**src/rtl/alu_arbiter.sv**
```systemverilog
// Two-requester round-robin arbiter that owns an external ALU: latches the winner's
// operands, holds alu_enable for EXEC_CYCLES cycles, registers the ALU result and pulses done.
module alu_arbiter #(
  parameter int unsigned EXEC_CYCLES = 1
) (
  input  logic        clk,
  input  logic        reset_n,
  input  logic [1:0]  req,
  input  logic [15:0] op_a0,
  input  logic [15:0] op_b0,
  input  logic [2:0]  sel0,
  input  logic        cin0,
  input  logic [15:0] op_a1,
  input  logic [15:0] op_b1,
  input  logic [2:0]  sel1,
  input  logic        cin1,
  output logic [1:0]  gnt,
  output logic [1:0]  done,
  output logic [15:0] result,
  output logic        carry,
  output logic        zero,
  output logic [15:0] alu_in_1,
  output logic [15:0] alu_in_2,
  output logic [2:0]  alu_select,
  output logic        alu_carry_in,
  output logic        alu_enable,
  input  logic [15:0] alu_data,
  input  logic        alu_carry_out,
  input  logic        alu_zero,
  output logic [1:0]  dbg_state_o
);

  // Handshake: a requester holds req until it sees its gnt bit; from then on the operation
  // is committed (req may drop) and ends with exactly one done pulse while gnt is still high.

  typedef enum logic [1:0] {
    IDLE = 2'd0,
    LOAD = 2'd1,
    EXEC = 2'd2,
    DONE = 2'd3
  } state_t;

  localparam logic [3:0] LAST_CNT = 4'(EXEC_CYCLES - 1);

  state_t      state_q, state_d;
  logic [1:0]  gnt_q, gnt_d;
  logic        last_q, last_d;
  logic [3:0]  cnt_q, cnt_d;
  logic [15:0] a_q, a_d;
  logic [15:0] b_q, b_d;
  logic [2:0]  sel_q, sel_d;
  logic        cin_q, cin_d;
  logic [15:0] res_q, res_d;
  logic        carry_q, carry_d;
  logic        zero_q, zero_d;
  logic        win;

  always_ff @(posedge clk or negedge reset_n) begin
    if (!reset_n) begin
      state_q <= IDLE;
      gnt_q   <= 2'b00;
      last_q  <= 1'b1;
      cnt_q   <= 4'd0;
      a_q     <= 16'd0;
      b_q     <= 16'd0;
      sel_q   <= 3'd0;
      cin_q   <= 1'b0;
      res_q   <= 16'd0;
      carry_q <= 1'b0;
      zero_q  <= 1'b0;
    end else begin
      state_q <= state_d;
      gnt_q   <= gnt_d;
      last_q  <= last_d;
      cnt_q   <= cnt_d;
      a_q     <= a_d;
      b_q     <= b_d;
      sel_q   <= sel_d;
      cin_q   <= cin_d;
      res_q   <= res_d;
      carry_q <= carry_d;
      zero_q  <= zero_d;
    end
  end

  always_comb begin
    state_d = state_q;
    gnt_d   = gnt_q;
    last_d  = last_q;
    cnt_d   = cnt_q;
    a_d     = a_q;
    b_d     = b_q;
    sel_d   = sel_q;
    cin_d   = cin_q;
    res_d   = res_q;
    carry_d = carry_q;
    zero_d  = zero_q;
    // On contention the requester that was not granted last wins.
    win     = (req == 2'b11) ? ~last_q : req[1];
    case (state_q)
      IDLE: begin
        gnt_d = 2'b00;
        if (|req) begin
          state_d = LOAD;
          gnt_d   = win ? 2'b10 : 2'b01;
          last_d  = win;
          a_d     = win ? op_a1 : op_a0;
          b_d     = win ? op_b1 : op_b0;
          sel_d   = win ? sel1  : sel0;
          cin_d   = win ? cin1  : cin0;
        end
      end
      LOAD: begin
        state_d = EXEC;
        cnt_d   = 4'd0;
      end
      EXEC: begin
        if (cnt_q == LAST_CNT) begin
          state_d = DONE;
          res_d   = alu_data;
          carry_d = alu_carry_out;
          zero_d  = alu_zero;
        end else begin
          cnt_d = cnt_q + 4'd1;
        end
      end
      DONE: begin
        state_d = IDLE;
        gnt_d   = 2'b00;
      end
      default: begin
        state_d = IDLE;
        gnt_d   = 2'b00;
      end
    endcase
  end

  assign gnt          = gnt_q;
  assign done         = (state_q == DONE) ? gnt_q : 2'b00;
  assign alu_enable   = (state_q == EXEC);
  assign result       = res_q;
  assign carry        = carry_q;
  assign zero         = zero_q;
  assign alu_in_1     = a_q;
  assign alu_in_2     = b_q;
  assign alu_select   = sel_q;
  assign alu_carry_in = cin_q;
  assign dbg_state_o  = state_q;

endmodule

```
**config.mk**
```make
export PLATFORM = sky130hd
export DESIGN_NAME = alu_arbiter
export DESIGN_NICKNAME = d
export VERILOG_FILES = /design/src/rtl/alu_arbiter.sv
export SDC_FILE = /design/constraint.sdc
export NUM_CORES = 1
export LEC_CHECK = 0
export ABC_AREA = 1
export CAP_MARGIN = 20
export CORE_MARGIN = 5
export CORE_UTILIZATION = 35
export DETAILED_ROUTE_END_ITERATION = 10
export GPL_ROUTABILITY_DRIVEN = 0
export HOLD_SLACK_MARGIN = 0.02
export PLACE_DENSITY = 0.71
export SLEW_MARGIN = 25
export SYNTH_ARGS = -nofsm -noshare
export SYNTH_HDL_FRONTEND = slang
export SYNTH_SLANG_ARGS = --single-unit
```
**constraint.sdc**
```tcl
create_clock -name clk -period 4.5 [get_ports clk]
set_clock_uncertainty 0.2 [all_clocks]
set_input_delay 0.45 -clock clk [delete_from_list [all_inputs] [get_ports clk]]
set_output_delay 0.45 -clock clk [all_outputs]
set_load 0.02 [all_outputs]
```
==> impl_metrics.csv, run 1 <==
group,metric,value,unit
worst_setup_path,path_class,"flip-flop to output pin",
sta,worst_slack,1940,ps
power_and_ir_drop,comb_power_share,0.516,
finish,stdcell_area,4950,sq um
sta,slew_headroom,0.541,
yosys,ys.flops,63,
job,cap_violations,0,
yosys,synth_cell_types,18,
floorplan,core-area,8760,sq um
floorplan,dieHeight,105,um
worst_setup_path,worstPathRequired,3850,ps
placement,place_ws,1720,ps
cts,insertion_delay,330,ps
grt,antenna_found_initial,0,
grt,met2_usage,0.277,
sta,report.final.hold_viol_count,0,
run_status,outcome,"finished clean",
worst_setup_path,worstSetupStartpointType,"flip-flop",
yosys,yosys_cells,420,
power_and_ir_drop,ir_worst_vdd,0.248,mV
finish,final_layout_top_logic_cell,"nand2_1",
routing,route.detailed.drc,0,
finish,nNetsFinal,668,
power_and_ir_drop,powerDensity,632,nW/um^2
[run 1: flip-flops by register name, summed over array words and instances, names as in the netlist]
signal / flops
carry: 1
alu_carry_in: 1
result: 16
last_q: 1
alu_select: 3
dbg_state_o: 2
alu_in_2: 16
zero: 1
cnt_q: 4
alu_in_1: 16
gnt: 2
[run 1: final cells by class]
cell class	instances	area, sq um	area share
flip-flops and latches	63	1580	0.319
repair buffers	158	1570	0.317
multi-input cells	305	1330	0.269
well taps	108	135	0.0273
clock buffers	9	124	0.0250
inverters	30	115	0.0233
clock inverters	7	97.6	0.0197
[run 1: stage by stage]
stage | hold slack, ps | std cells
after global placement | 218 | 663
after global routing | 304 | 680
after floorplan | -45.6 | 420
after CTS | 283 | 680
after detailed placement | 220 | 663
final | 280 | 680
[run 1: power groups by stage]
stage / logic, W / registers, W / clock network, W
after floorplan: 0.000623 / 0.00127 / 0
after global placement: 0.00161 / 0.000974 / 0
after detailed placement: 0.00164 / 0.000978 / 0
after CTS: 0.00165 / 0.000972 / 0.000558
after global routing: 0.00178 / 0.00100 / 0.000581
final: 0.00162 / 0.000971 / 0.000542
[run 1: logic make-up (layout without fill, tap and decap cells)]
logic type / Yosys count / after routing / synth area share
DFF: 63 / 63 / 0.497
AOI/OAI and AO/OA: 21 / 21 / 0.0331
and+or+nand+nor: 276 / 276 / 0.354
xor gates and xnor gates: 1 / 1 / 0.00276
buffers and inverters: 52 / 204 / 0.0859
adders and majority gates: 7 / 7 / 0.0276
[run 1: per-layer routing]
| metal | share of wire | up-vias |
|---|---|---|
| met5 | 0 | - |
| met4 | 0.016 | 0 |
| met3 | 0.087 | 13 |
| met2 | 0.50 | 118 |
| met1 | 0.40 | 1411 |
| li1 | - | 1581 |
[run 1: cell usage after synthesis]
library cell	instances	area share
nor2_8	1	0.0063
dfstp_2	1	0.0083
xor2_1	1	0.0028
nor2_2	2	0.0039
buf_4	5	0.012
dfrtp_1	62	0.49
o21ai_1	11	0.017
nand2_1	224	0.26
o21ai_0	10	0.016
inv_4	1	0.0020
inv_1	29	0.034
nand4_1	1	0.0020
clkbuf_1	2	0.0024
ha_1	7	0.028
nand3_1	46	0.073
buf_2	9	0.014
buf_6	6	0.021
or2_2	2	0.0039
[run 1: final timing paths]
kind,startpoint,endpoint,slack (ps),cells after the start
min in group asynchronous,reset_n,carry,400,2
worst max-delay path,dbg_state_o[0],alu_enable,1940,3
worst min register to register,alu_in_2[5],alu_in_2[5],280,2
worst min-delay path,alu_in_2[5],alu_in_2[5],280,2
max in group asynchronous,reset_n,dbg_state_o[1],2790,3
worst max register to register,dbg_state_o[0],cnt_q[2],2280,6
[run 1: worst max-delay path, cell delays in order (launching register included)]
cell and delay [ps]:
dfrtp_1 440, inv_1 120, ha_1 350, clkdlybuf4s50_1 670
Fig. 1: run 1, M1 wires
Scale bar: 20 um. Supply wires on this layer in gray.
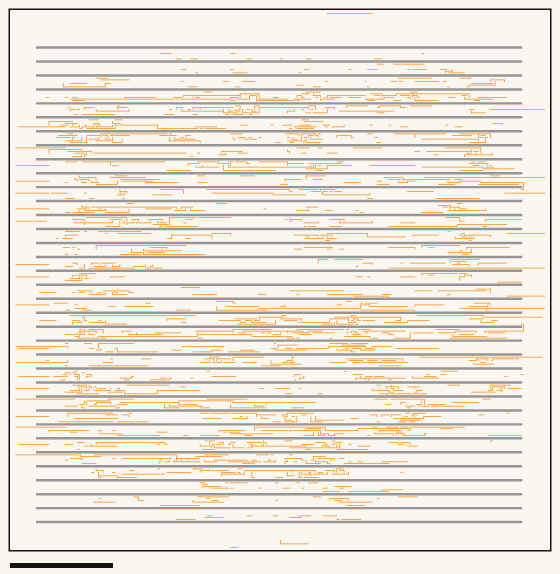
share of all routed wire: 40%
longest straight run: 30.4 um
final wirelength: 8990 um
via count: 3123
grt met1 use: 0.195

Fig. 2: run 1, met2 routing
Scale bar: 20 um.
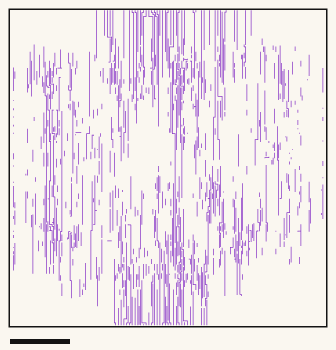
share of all routed wire: 50%
wire length on this layer: 4470 um
main direction: vertical

Fig. 3: run 1, signal wires on met3
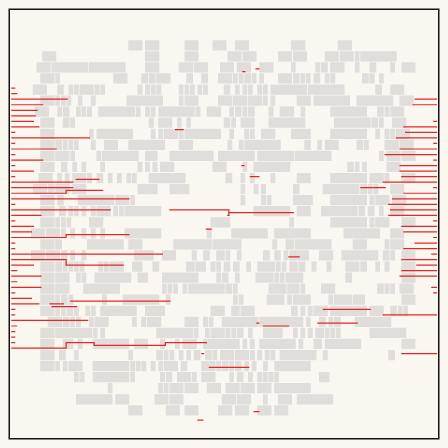
main direction: horizontal
nets with wire on the layer: 97
longest straight run: 37.0 um
share of all routed wire: 8.8%
wire length on this layer: 787 um
GR Util met3: 0.0593

Fig. 4: run 1, track usage over the die
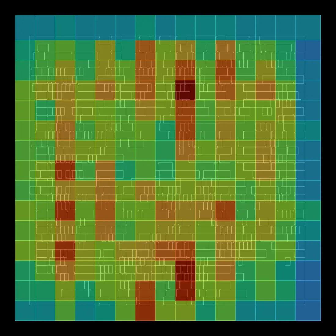

## Run 2: what changed since run 1
--- a/config.mk
+++ b/config.mk
@@ -12,7 +12,7 @@
 export DETAILED_ROUTE_END_ITERATION = 10
 export GPL_ROUTABILITY_DRIVEN = 0
 export HOLD_SLACK_MARGIN = 0.02
-export PLACE_DENSITY = 0.71
+export PLACE_DENSITY = 0.74
 export SLEW_MARGIN = 25
 export SYNTH_ARGS = -nofsm -noshare
 export SYNTH_HDL_FRONTEND = slang
==> constraint.sdc (replaced) <==
create_clock -name clk -period 2.05 [get_ports clk]
set_clock_uncertainty 0.2 [all_clocks]
set_input_delay 0.205 -clock clk [delete_from_list [all_inputs] [get_ports clk]]
set_output_delay 0.205 -clock clk [all_outputs]
set_load 0.02 [all_outputs]
Fig. 5: run 2, track usage over the die
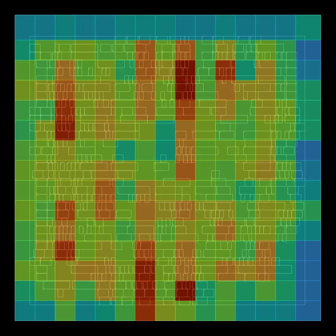
GR Util met3: 0.0544
met2 Usage GRT: 0.265
Routed WL per cell: 13.2 um

Fig. 6: run 2, M1 wires
Scale bar: 20 um. Supply wires on this layer in gray.
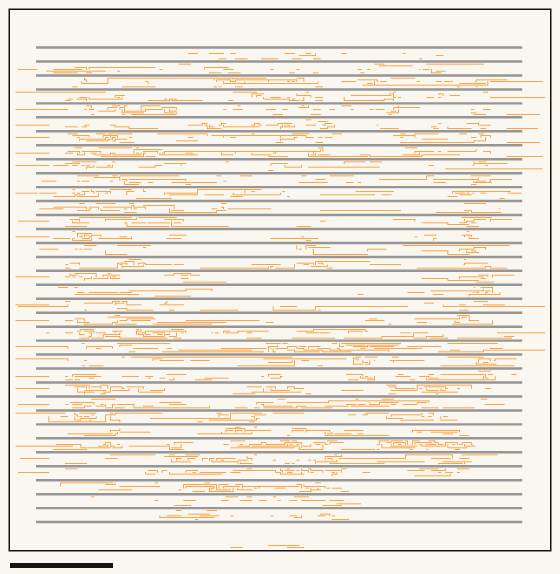
share of all routed wire: 41%
longest straight run: 31.3 um
main direction: horizontal
via count: 3115
grt met1 use: 0.207
final wirelength: 9110 um

Fig. 7: run 2, signal wires on met3
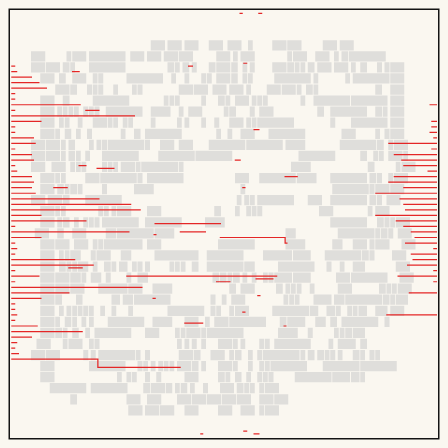
nets with wire on the layer: 103
share of all routed wire: 8.6%
longest straight run: 36.8 um
main direction: horizontal

==> run 2 against run 1 <==
  * Flip-flop count unchanged
  * Global-route usage up 0.22 points
  * Final cell count up 1.3%
  * Die size unchanged
==> impl_metrics.csv, run 2 <==
group,metric,value,unit
worst_setup_path,worstPathRequired,2110,ps
grt,overflow,0,
power_and_ir_drop,switching_share,0.407,
yosys,fp_nets,521,
routing,route.detailed.drc,0,
worst_setup_path,regToRegSetupSlack,180,ps
worst_setup_path,cp_num_buf_inv,3,
worst_setup_path,r2r_cells,7,
yosys,ys.flops,63,
sta,report.final.hold_viol_count,0,
yosys,synth_cell_types,18,
worst_setup_path,critPathMaxStageDelay,430,ps
finish,final_layout_top_logic_cell,"nand2_1",
sta,hold_ws,189,ps
finish,nNetsFinal,678,
yosys,top_cell,"nand2_1",
yosys,flop_cell,"dfrtp_1",
grt,antenna_found_initial,0,
yosys,edf_count,0,
sta,max_freq,0.534,GHz
worst_setup_path,crit_slowest_cell,"dfrtp_1",
yosys,yosys_cells,420,
yosys,synthTopCellsByCount,"nand2_1, dfrtp_1, nand3_1",
worst_setup_path,crit_chain,"inv_1 > ha_1 > inv_1 > nor2_8 > buf_4 > nand2_1 > nand2_1",
worst_setup_path,worstSetupStartpointType,"flip-flop",
placement,placed_cells,673,
worst_setup_path,r2r-end,"alu_in_1[7]",
job,cap_violations,0,
finish,fin_cells,689,
cts,insertion_delay,330,ps
yosys,top_area_cell,"dfrtp_1",
worst_setup_path,critical_path.top_delay_family,"buffers and inverters",
hold_path,min_path_type,"primary input to async pin",
floorplan,die_w,105,um
floorplan,core-area,8760,sq um
power_and_ir_drop,comb_power_share,0.528,
yosys,syn_area,3170,sq um
yosys,yosys_warnings,0,
power_and_ir_drop,ir_worst_vdd,0.492,mV
floorplan,dieHeight,105,um
yosys,yosys.area.top_type_share,0.489,
job,log.warning_count,31,
worst_setup_path,rr_startpoint,"dbg_state_o[0]",
sta,slew_headroom,0.655,
run_status,outcome,"finished clean",
worst_setup_path,path_class,"flip-flop to flip-flop",
yosys,async_flop_share,1.00,
power_and_ir_drop,powerDensity,1360,nW/um^2
==> run 2: cell counts after synthesis <==
Identical to the previous run, type by type.
==> run 2: cells by family (layout without fill, tap and decap cells) <==
kind of cell             after synthesis  count (layout)  synth area share
flip-flops                            63              63             0.497
adder cells (fa/ha/maj)                7               7            0.0276
AND/OR/NAND/NOR                      276             276             0.354
buffers and inverters                 52             213            0.0859
XOR/XNOR                               1               1           0.00276
AND-OR/OR-AND                         21              21            0.0331
==> run 2: what timing repair did <==
action	CTS	global route
hold endpoints to repair	20	0
setup endpoints to repair	3	0
resized	3	0
hold buffers	1	0
==> run 2: worst max-delay path by stage <==
stage | from | to | slack (ps) | depth (start not counted)
6_report | dbg_state_o[0] | alu_in_1[7] | 180 | 7
5_1_grt | dbg_state_o[0] | alu_in_1[15] | 10 | 7
4_1_cts | dbg_state_o[0] | alu_select[1] | 150 | 7
3_5_place_dp | dbg_state_o[0] | alu_in_1[1] | 170 | 7
3_3_place_gp | dbg_state_o[1] | alu_select[0] | 210 | 7
2_1_floorplan | dbg_state_o[0] | result[3] | 180 | 7
==> run 2: cell type report <==
type / count / area, sq um / share of cell area
clock inverters: 3 / 42.5 / 0.00850
repair buffers: 168 / 1650 / 0.330
multi-input cells: 305 / 1320 / 0.265
well taps: 108 / 135 / 0.0270
clock buffers: 12 / 155 / 0.0310
inverters: 30 / 115 / 0.0230
flip-flops and latches: 63 / 1580 / 0.315
==> run 2: worst register-to-register path, delay by kind of cell (launching register included) <==
kind / cells / cell delay [ps]
adders and majority gates: 1 / 220
and+or+nand+nor: 3 / 410
DFF: 1 / 430
buffers and inverters: 3 / 540
==> run 2: routing by layer <==
layer / share of wire / up-vias / global-route usage
met5: 0 / - / 0
met4: 0.032 / 0 / 0.0804
met3: 0.086 / 21 / 0.0544
met2: 0.47 / 126 / 0.265
met1: 0.41 / 1365 / 0.207
li1: - / 1603 / -
==> run 2: power by group through the flow <==
stage / sequential, W / combinational, W / clock [W]
after floorplan: 0.00279 / 0.00137 / 0
after global placement: 0.00214 / 0.00358 / 0
after detailed placement: 0.00215 / 0.00366 / 0
after CTS: 0.00215 / 0.00366 / 0.00110
after global routing: 0.00222 / 0.00396 / 0.00116
final: 0.00214 / 0.00360 / 0.00107
==> run 2: stage by stage <==
step	util	area, sq um	setup WS, ps	power [W]
6_report	0.571	5000	176	0.00681
5_1_grt	0.571	5000	10.8	0.00733
4_1_cts	0.571	5000	151	0.00691
3_5_place_dp	0.548	4800	172	0.00582
3_3_place_gp	0.548	4800	213	0.00572
2_1_floorplan	-	3170	183	0.00416
## Run 3: what changed since run 2
--- a/config.mk
+++ b/config.mk
@@ -11,7 +11,7 @@
 export CORE_UTILIZATION = 35
 export DETAILED_ROUTE_END_ITERATION = 10
 export GPL_ROUTABILITY_DRIVEN = 0
-export HOLD_SLACK_MARGIN = 0.02
+export HOLD_SLACK_MARGIN = 0.1
 export PLACE_DENSITY = 0.74
 export SLEW_MARGIN = 25
 export SYNTH_ARGS = -nofsm -noshare
Fig. 8: run 3, M1 wires
Scale bar: 20 um. Supply wires on this layer in gray.
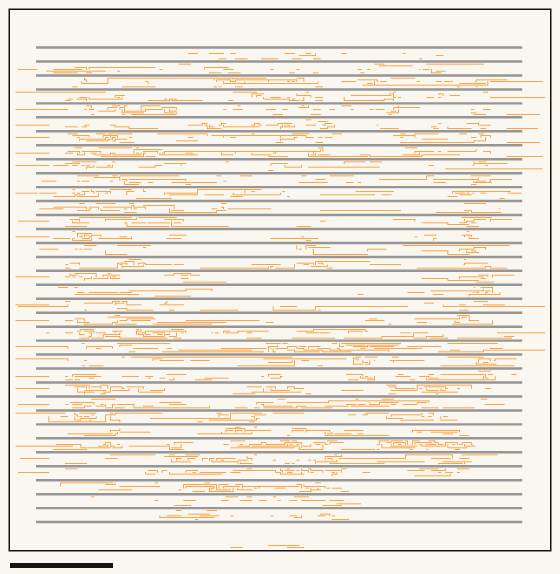
longest straight run: 31.3 um
wire length on this layer: 3760 um

Fig. 9: run 3, metal 4
Scale bar: 20 um. Supply wires on this layer in gray.
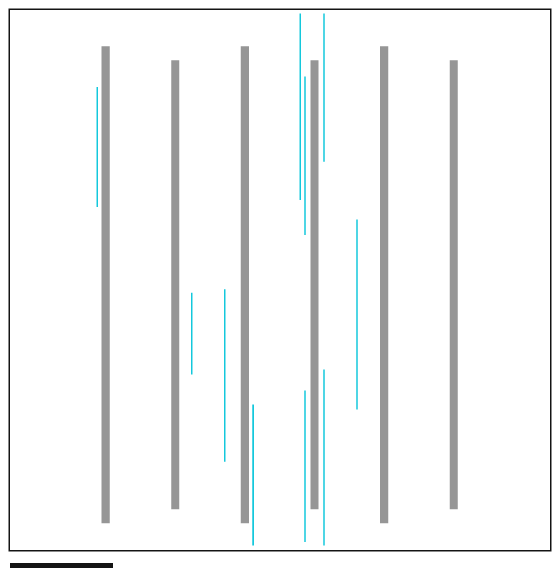
main direction: vertical
nets with wire on the layer: 9
wire length on this layer: 294 um
share of all routed wire: 3.2%

==> run 3 against run 2 <==
  * Register-to-register slack hardly changed
  * Via count stayed put
  * Synthesized cell count stayed put
  * Wire length stayed put
  * Setup slack stayed put
  * Non-clock buffer count stayed put
  * Fmax stayed put
  * Critical endpoint unchanged
==> impl_metrics.csv, run 3 <==
group,metric,value,unit
routing,routed_wl,9110,um
power_and_ir_drop,comb_power_share,0.528,
yosys,topCombFamilyByArea,"simple AND/OR/NAND/NOR gates",
yosys,synth-compound-area-share,0.0331,
sta,worst_slack,176,ps
hold_path,min_path_type,"primary input to async pin",
worst_setup_path,worstSetupStartpointType,"flip-flop",
yosys,xor_share,0.00276,
finish,nNetsFinal,678,
job,log.warning_count,31,
run_status,outcome,"finished clean",
yosys,yosys_warnings,0,
worst_setup_path,critical_path.top_delay_family,"buffers and inverters",
yosys,ys.flops,63,
finish,stdcell_area,5000,sq um
yosys,top_area_cell,"dfrtp_1",
worst_setup_path,r2r-end,"alu_in_1[7]",
yosys,synth_cell_types,18,
worst_setup_path,r2r_cells,7,
sta,hold_ws,189,ps
worst_setup_path,rr_startpoint,"dbg_state_o[0]",
yosys,async_flop_share,1.00,
power_and_ir_drop,switching_share,0.407,
floorplan,die_w,105,um
yosys,synthTopCellsByCount,"nand2_1, dfrtp_1, nand3_1",
power_and_ir_drop,powerDensity,1360,nW/um^2
worst_setup_path,worstPathRequired,2110,ps
yosys,edf_count,0,
yosys,ys_sh_adder,0.0276,
Fig. 10: run 3, track usage over the die
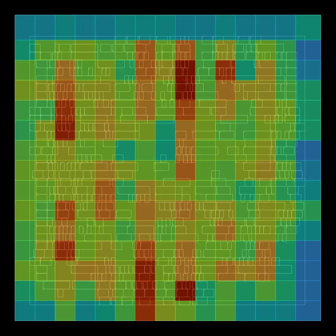
Global Route Usage Sum: 0.167
Core Util, Final: 0.571
grt peak-use layer: met2

-- run 3: power by group through the flow --
stage                     logic [W]  clock network [W]  registers (W)
after CTS                   0.00366            0.00110        0.00215
after global placement      0.00358                  0        0.00214
after global routing        0.00396            0.00116        0.00222
after detailed placement    0.00366                  0        0.00215
after floorplan             0.00137                  0        0.00279
final                       0.00360            0.00107        0.00214
-- run 3: final cells by class --
| cell class | instances | area (sq um) | area share |
|---|---|---|---|
| multi-input combinational | 305 | 1320 | 0.265 |
| clock buffer | 12 | 155 | 0.0310 |
| timing repair buffer | 168 | 1650 | 0.330 |
| tap | 108 | 135 | 0.0270 |
| clock inverter | 3 | 42.5 | 0.00850 |
| inverter | 30 | 115 | 0.0230 |
| sequential | 63 | 1580 | 0.315 |
-- run 3: worst max path at each step --
stage | start | slack, ps | end | depth (start not counted)
after floorplan | dbg_state_o[0] | 180 | result[3] | 7
after global placement | dbg_state_o[1] | 210 | alu_select[0] | 7
after detailed placement | dbg_state_o[0] | 170 | alu_in_1[1] | 7
after CTS | dbg_state_o[0] | 150 | alu_select[1] | 7
after global routing | dbg_state_o[0] | 10 | alu_in_1[15] | 7
final | dbg_state_o[0] | 180 | alu_in_1[7] | 7
-- run 3: layer usage --
metal | track usage | vias up | share of wire | wire (um)
li1 | - | 1603 | - | -
met1 | 0.207 | 1365 | 0.41 | 3760
met2 | 0.265 | 126 | 0.47 | 4270
met3 | 0.0544 | 21 | 0.086 | 779
met4 | 0.0804 | 0 | 0.032 | 294
met5 | 0 | - | 0 | 0
-- run 3: cells by family after synthesis --
group           Yosys count
flops                    63
fa+ha+maj                 7
simple gates            276
buf+inv                  52
compound gates           21
xor+xnor                  1
-- run 3: metrics by stage --
stage	total power (W)	utilization
3_5_place_dp	0.00582	0.548
4_1_cts	0.00691	0.571
5_1_grt	0.00733	0.571
6_report	0.00681	0.571
3_3_place_gp	0.00572	0.548
2_1_floorplan	0.00416	-
-- run 3: worst reg2reg max path, delay by kind of cell, from the launching register on --
family	cells	cell delay, ps
adder cells (fa/ha/maj)	1	220
buffers and inverters	3	540
AND/OR/NAND/NOR	3	410
flip-flops	1	430
-- run 3: what timing repair did --
action,4_1_cts,5_1_grt
setup buffers,0,0
gates resized,3,0
endpoints found under the setup margin,3,0
hold buffers,1,0
endpoints found under the hold margin,62,0
No activity file was given, so power comes from the tool's default toggle rates.
